**Run 1: placement by cell class**

Drawn at 6 px/µm. Fill, decap, tap and diode cells in grey.
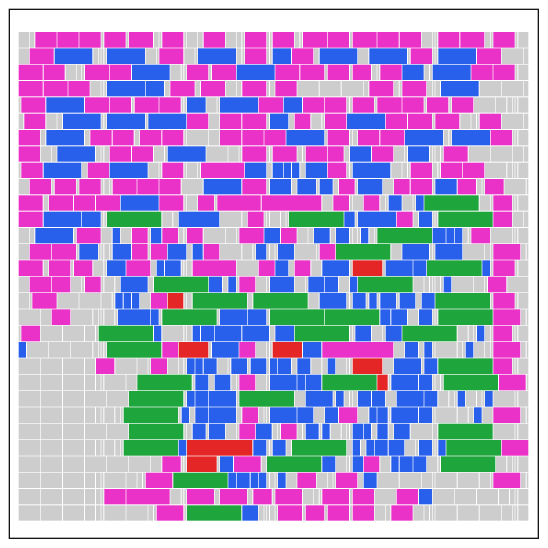
**Run 1: PDN straps and rails**

Drawn at 4 px/µm. Pins as bars on the die edge.
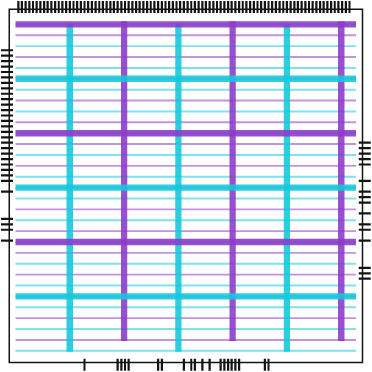
**Run 1: sequential cells coloured by netlist name**

Drawn at 6 px/µm. Other cells in grey.
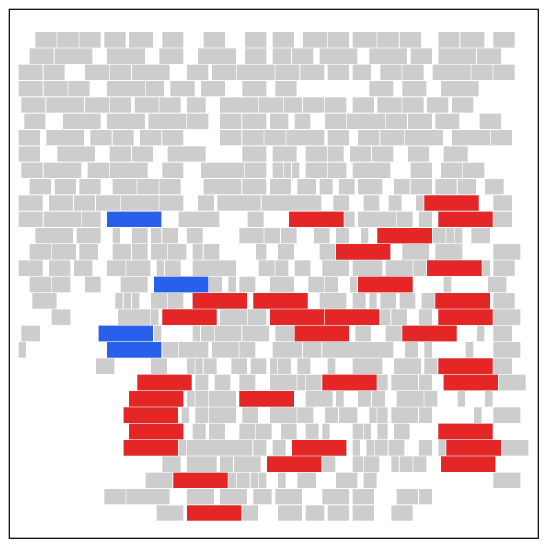
Design xc_rf_wport_arb_flat, sky130hd; sources not shown.
==> impl_metrics.toml, run 1 <==
# yosys + openroad results
[run_status]
outcome = "finished with violations"
violations = "setup timing"

[timing]
min_period_ns = 2.29
setup_ws_ns = -0.531
setup_violations = 41
rsz0062_at_grt = "true"

[cells_and_area]
largest_register_ffs = 32
dominant_cells = "buffers"
final_cell_count_no_fill = 526
layout.area.comb_um2 = 1530
area_growth_pct = 117
nClkBuffers = 5
final_cell_mix = "clkdlybuf4s50_1, buf_6, dfrtp_1"

[yosys]
ys_chip_area_um2 = 2210
yosys.area.top_type = "dfrtp_1"
fp_nets = 327
netlist_area_um2 = 2210
syn_inst = 241
ys_seq_frac = 0.407
synth_cell_types = 32

[critical_path]
worstRegToRegCells = 7
critPathKind = "reg2out"
crit_fanout = 6

[clocking]
cts-resized-gates = 82
clockBufferDepth = 2
clk_pin_slew_ns = 0.08
htreeDepth = 2
holdBufCountCts = 0
root_buffer = "clkbuf_8"

[floorplanning]
initCoreUtil = 0.319
die_area_um2 = 7730

[flow_run]
warnings = 30
drv_cap = 0

[place]
io_buffers = 155
placed_cells = 497

[grt]
gr-usage-all-layers = 0.250

[pwr]
power_w = 0.00330
Notes on 'placement by cell class' above:
green -> flip-flops  # cells 36, share of their area 19%
red -> clock drivers and dummy loads  # cells 8, share of their area 2.4%
blue -> all other logic  # cells 191, share of their area 35%
magenta -> other buffers and delay cells  # cells 195, share of their area 43%
final core occ: 0.692
Core Rows: 30
Core Region: 6940 µm²
fraction of area in registers: 0.187
cell area after layout: 4810 µm²

Notes on 'PDN straps and rails' above:
purple -> VDD
cyan -> VSS
signal pins = 157
met5 straps = 6
met4 straps = 6
rows = 30
met1 rails = 31
die height: 87.9 µm
peak supply drop: 0.357 mV
chip width: 87.9 µm

Notes on 'sequential cells coloured by netlist name' above:
red -> u_core.io_wp.busy  # sequential cells 32
blue -> u_core.r_starve_cnt  # sequential cells 4, where west
register area: 901 µm²
seq pwr: 0.00104 W

## run 1: Yosys cell counts
cell      instances
inv_1            34
xor2_1            1
or3_4             1
or3_1             1
or3b_1            1
buf_2             5
nor2b_1           3
nand2b_1          2
buf_6             3
nand4_1           1
buf_1             2
ha_1              2
clkbuf_1         10
and2_2            1
xnor2_1           1
or2_2             1
a21boi_1          1
nand2_1           6
a22o_1           37
or3b_2            3
nor2_1            6
a211oi_1         31
nand3b_1          6
buf_4             1
conb_1            1
dfrtp_1          36
nor3_1            2
nand3_1           8
a22o_2            1
nand4b_1          1
o22ai_1          31
a21boi_0          1
## run 1: layer usage
layer,global-route usage,vias to the layer above,part of all wire
met5,0,-,0
met4,0.0715,0,0.016
met3,0.0547,20,0.057
met2,0.412,137,0.50
met1,0.330,1358,0.42
li1,-,1294,-
## run 1: logic make-up (layout without fill, tap and decap cells)
| kind of cell | count (synthesis) | after routing | synth area share |
|---|---|---|---|
| other | 1 | 1 | 0.00169 |
| AOI/OAI and AO/OA | 102 | 102 | 0.350 |
| and+or+nand+nor | 43 | 50 | 0.114 |
| DFF | 36 | 36 | 0.407 |
| xor gates and xnor gates | 2 | 2 | 0.00791 |
| adders and majority gates | 2 | 2 | 0.0113 |
| buffers and inverters | 55 | 237 | 0.108 |
## run 1: critical path: stages, from the launching register on
cell	delay, ns
dfrtp_1	0.38
inv_1	0.06
ha_2	0.17
nand3b_1	0.15
a21boi_4	0.26
buf_6	0.15
buf_12	0.12
a22o_4	0.14
buf_6	0.13
## run 1: report_power, final
part	total [W]	switching, W	internal, W
clock network	0.000730	0.000311	0.000419
registers	0.00104	0.0000777	0.000961
logic	0.00153	0.000827	0.000705
total	0.00330	0.00122	0.00209
==> inputs of run 2 (changes only) <==
Settings changed: CTS_CLUSTER_SIZE set to 30.
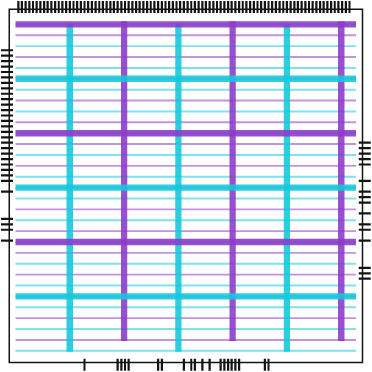
**Above:** run 2 (PDN straps and rails).
Drawn at 4 px/µm. Pins as bars on the die edge.
cyan -> VSS
purple -> VDD
met4 straps = 6
signal pins = 157

==> run 2 against run 1 <==
Against the previous run:
- the run still ends with setup timing left
- die size unchanged
- sequential power about the same
- clock-buffer cell count unchanged
- non-clock buffer count is the same
- global-route usage is the same
==> impl_metrics.toml, run 2 <==
# yosys + openroad results
[run_status]
outcome = "finished with violations"
violations = "setup timing"

[yosys]
synth_cell_types = 32
async_flop_share = 1.00
fp_nets = 327
most_common_cell = "a22o_1"
netlist_area_um2 = 2210
syn_inst = 241
synth.mux.area_fraction = 0
ff_type = "dfrtp_1"
ys_chip_area_um2 = 2210
synthAoiAreaFrac = 0.350

[cells_and_area]
area_growth_pct = 117
fin_util = 0.692
final_cell_count_no_fill = 526
final_cell_mix = "clkdlybuf4s50_1, buf_6, dfrtp_1"
largest_register_ffs = 32

[timing]
setup_ws_ns = -0.531
setup_violations = 41

[critical_path]
cp_slowest_cell = "dfrtp_1"
worstRegToRegCells = 7
critPathKind = "reg2out"
max_stage_delay_ns = 0.38

[flow_run]
warnings = 30

[clocking]
htreeDepth = 2
holdBufCountCts = 0

[floorplanning]
die_area_um2 = 7730
initCoreUtil = 0.319
die_h_um = 87.9
rows = 30

[place]
placed_cells = 497

[pwr]
vdd_drop_max_mv = 0.357
## run 2: cell counts in the layout (fill, tap and decap cells not counted)
Identical to the previous run, type by type.
## run 2: logic make-up after synthesis
group	after synthesis
flops	36
simple gates	43
xor+xnor	2
compound gates	102
buf+inv	55
other cells	1
fa+ha+maj	2
## run 2: metrics by stage
step                      area [µm²]  worst slack (ns)
after floorplan                 2500            -0.425
after global placement          4190            -0.732
after detailed placement        4190            -0.717
after CTS                       4660            -0.507
after global routing            4810            -0.589
final                           4810            -0.531
## run 2: per-layer routing
layer / global-route usage / wire (µm)
met2: 0.412 / 5160
met1: 0.330 / 4310
met5: 0 / 0
met4: 0.0715 / 164
met3: 0.0547 / 583
## run 2: layout make-up
type	instances	area (µm²)
Fill cell	538	2140
Timing Repair Buffer	195	2020
Multi-Input combinational cell	157	1530
Sequential cell	36	901
Inverter	34	128
Tap cell	96	120
Clock buffer	5	68.8
Clock inverter	3	42.5
## run 2: what timing repair did
action / CTS / global route
cloned: 10 / 0
gates resized: 82 / 35
pin swaps: 12 / 8
setup endpoints to repair: 68 / 63
setup buffers: 6 / 7
## run 2: critical path: cells and delay by family, from the launching register on
family	cells	cell delay [ns]
buf+inv	4	0.46
compound gates	2	0.40
flops	1	0.38
fa+ha+maj	1	0.17
simple gates	1	0.15
## run 2: power breakdown
part	leakage (nW)	internal [W]	switching [W]
clock network	0.0541	0.000419	0.000311
registers	0.384	0.000961	0.0000777
logic	1.72	0.000705	0.000827
No activity file was given, so power comes from the tool's default toggle rates.
